==> images/pdn.png <==
Bar = 50 um. Pins as bars on the die edge.
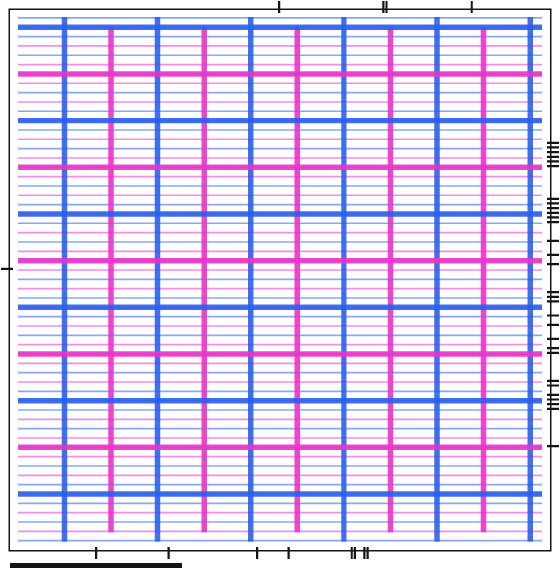
==> images/cell_classes.png <==
Bar = 50 um.
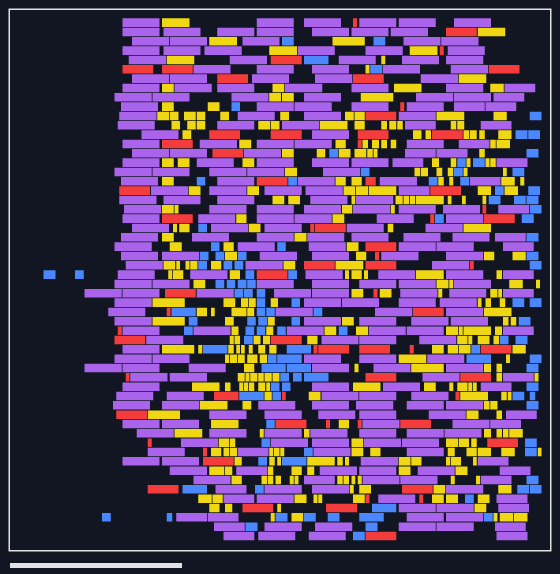
Design counter_mem_responder, sky130hd; sources not shown.
==> impl_metrics.py <==
# Metrics from the implementation run
metrics = {
    "final_layout": {
        "mostFrequentLayoutCell": "edfxtp_1",
        "drive_above_1_share_pct": 22.90,
        "fin_util_pct": 60.83,
        "area_growth_pct": 20.34,
        "largest_reg_flops": 256,
        "diodes": 0,
        "lay_top_cells": "edfxtp_1, mux2i_1, buf_4, clkbuf_16, dfrtp_1",
        "nNetsFinal": 800,
    },
    "final_timing": {
        "fin_crit_sh_pct": 98.39,
        "setup_tns_ns": 0,
        "slew_viol_final": 0,
        "finalSetupViolCount": 0,
        "fmax_mhz": 508.2,
        "tightestPinTransition_ns": 0.9406,
        "rsz0062_at_grt": "true",
        "period_minus_slack_ns": 1.968,
        "skew_ns": 0.01372,
        "max_slew_margin_pct": 37.06,
        "hold_viol_final": 0,
    },
    "global_routing": {
        "grt_max_degree": 33,
        "grt_pass1_wl_um": 40310,
        "grt_usage_pct": 22.33,
        "overflow": 0,
        "grt_pass1_vias": 6685,
        "antenna_found_initial": 0,
    },
    "cts": {
        "numCtsBuffers": 42,
        "htreeDepth": 2,
        "holdBufCountCts": 1,
        "cts_setup_buffers": 0,
        "clock_latency_ns": 0.53,
        "cts_resized": 0,
        "cts.sinks": 295,
        "cts_root_buf": "clkbuf_16",
        "clk_pin_slew_ns": 0.05,
        "cts_buffer_depth": 3,
        "cts_tree": "yes",
    },
    "route": {
        "routed_wl_um": 26620,
        "via_per_inst": 5.779,
        "num_vias": 6461,
        "firstDrtPassIters": 5,
        "ant_nets": 0,
        "drtIter0Drc": 530,
        "wl_per_cell_um": 23.81,
        "drc_errors": 0,
    },
    "synth": {
        "yosys.stat.seqShare_pct": 73.68,
        "async_reset_ff_share_pct": 13.22,
        "edf_count": 256,
        "ys_ff": 295,
        "yosys-stat-area_um2": 11760,
        "yosys_cells": 673,
        "ys_dominant_reg_cell": "edfxtp_1",
        "syn_area_um2": 11760,
        "syn_area_per_cell_um2": 17.47,
        "yosys_warnings": 0,
        "yosysUniqueCellTypes": 35,
        "fp_nets": 698,
        "syn_inst": 673,
    },
    "floorplanning": {
        "io_pins": 43,
        "initCoreUtil_pct": 50.55,
        "chipArea_um2": 24760,
    },
    "placed_design": {
        "io_buffers": 41,
        "place_congestion": 0.8562,
        "hpwl_um": 17080,
    },
    "worst_setup_path": {
        "path_depth": 2,
        "cp_top_family": "buffers and inverters",
        "cp_cell_sequence": "buf_4 > clkdlybuf4s50_1",
        "crit_required_ns": 1.80,
        "cp.arrival_ns": 1.77,
        "r2r_slack_ns": 0.07,
        "path_buffers": 2,
        "reg2reg_depth": 6,
        "cp-start-kind": "flip-flop",
        "cpPeakStageDelay_ns": 0.55,
        "critPathKind": "flip-flop to output port",
        "cp_slowest_cell": "clkdlybuf4s50_1",
        "critPathMaxFanout": 14,
        "cp-end-kind": "output port",
    },
    "min_path": {
        "worstHoldPathType": "input pin to async pin",
    },
    "power_and_ir_drop": {
        "switching_share_pct": 21.19,
        "power.share.combinational_pct": 6.5,
        "p_seq_share_pct": 48.5,
        "clkPwrFrac_pct": 45.0,
        "pwr_density_cell_nw_per_um2": 1003,
        "p_switching_mw": 3.008,
        "leakagePower_nw": 5.337,
        "internal_power_mw": 11.19,
    },
    "job": {
        "warnings": 28,
        "maxCapViolations": 0,
    },
    "outcome": {
        "outcome": "finished clean",
    },
}
-- pdn.png (at the start) --
legend:
  magenta:
    net: VDD
  blue:
    net: VSS
met1 rails: 57
met4 straps: 11
met5 straps: 11
signal pins: 43
Die Width: 157.4 um
peak supply drop: 0.4724 mV
Die Y: 157.4 um
core area: 23260 um^2

-- cell_classes.png (at the start) --
legend:
  red:
    class: clock drivers and dummy loads
    cells: 68
  purple:
    class: flip-flops
    cells: 295
  yellow:
    class: all other logic
    cells: 320
  blue:
    class: other buffers and delay cells
    cells: 116
flop share of the area: 61.22%
FP Rows: 56

synth_stat cells (2+ instances only):
| cell type | number | share of area (%) |
|---|---|---|
| mux2_2 | 17 | 1.6 |
| buf_1 | 3 | 0.096 |
| mux4_2 | 25 | 4.8 |
| buf_12 | 2 | 0.34 |
| nor2b_1 | 3 | 0.16 |
| nand2_1 | 24 | 0.77 |
| a31oi_1 | 21 | 1.1 |
| o2111ai_1 | 10 | 0.74 |
| inv_1 | 20 | 0.64 |
| xnor2_1 | 3 | 0.22 |
| nor3_1 | 3 | 0.13 |
| a22oi_1 | 6 | 0.38 |
| buf_2 | 6 | 0.26 |
| a21oi_1 | 33 | 1.4 |
| mux2i_1 | 64 | 5.4 |
| o211ai_1 | 6 | 0.38 |
| buf_6 | 4 | 0.38 |
| mux4_1 | 7 | 1.6 |
| o21ai_1 | 10 | 0.43 |
| dfrtp_1 | 39 | 8.3 |
| nor2_1 | 37 | 1.2 |
| nor3b_1 | 2 | 0.13 |
| edfxtp_1 | 256 | 65 |
| clkbuf_1 | 21 | 0.67 |
| a221oi_1 | 16 | 1.2 |
| buf_4 | 20 | 1.3 |
| o21ai_0 | 6 | 0.26 |
| buf_8 | 2 | 0.26 |
worst reg2reg max path: stages, from the launching register on:
cell	delay [ns]
dfrtp_1	0.45
nand2_1	0.16
buf_4	0.23
nor2_1	0.08
a31oi_1	0.43
nor2_2	0.13
buf_4	0.20
power groups by stage:
| stage | sequential (mW) | clock [mW] | combinational (mW) |
|---|---|---|---|
| after global placement | 7.00 | 0 | 0.904 |
| after floorplan | 6.97 | 0 | 0.570 |
| final | 6.89 | 6.38 | 0.921 |
| after CTS | 6.89 | 6.46 | 0.927 |
| after detailed placement | 7.00 | 0 | 0.921 |
| after global routing | 6.90 | 6.73 | 0.995 |
final cells by class:
| type | count | area (um^2) |
|---|---|---|
| sequential | 295 | 8663 |
| tap | 319 | 399.1 |
| timing repair buffer | 116 | 1139 |
| fill | 1636 | 9111 |
| clock inverter | 2 | 28.78 |
| multi-input combinational | 300 | 2684 |
| clock buffer | 66 | 1162 |
| inverter | 20 | 75.07 |
cell families (layout without fill, tap and decap cells):
group / Yosys count / after routing / share of synthesized area [%]
AOI/OAI and AO/OA: 111 / 111 / 6.129
adders and majority gates: 1 / 1 / 0.1064
muxes: 113 / 113 / 13.43
xor gates and xnor gates: 3 / 3 / 0.2235
buffers and inverters: 78 / 204 / 3.916
DFF: 295 / 295 / 73.68
and+or+nand+nor: 71 / 71 / 2.490
other: 1 / 1 / 0.03189
metal layers:
layer	track usage [%]	vias to the layer above	wire, um
met2	37.16	265	13240
met3	4.791	61	1867
met5	0	-	0
met1	29.03	3296	10710
met4	8.442	0	797
li1	-	2839	-
through the flow:
step / power, mW / worst slack (ns) / cells / instance area [um^2] / hold WS [ns]
floorplan: 7.541 / -0.1819 / 673 / 11770 / -0.09559
CTS: 14.27 / 0.02378 / 1118 / 14140 / 0.1607
global placement: 7.901 / -0.1666 / 1049 / 12940 / 0.1607
detailed placement: 7.926 / -0.1784 / 1049 / 12940 / 0.1726
global route: 14.62 / -0.02105 / 1118 / 14150 / 0.1924
finish: 14.20 / 0.03216 / 1118 / 14150 / 0.1636
Power figures rest on the tool's default switching activity, not on a simulated workload.
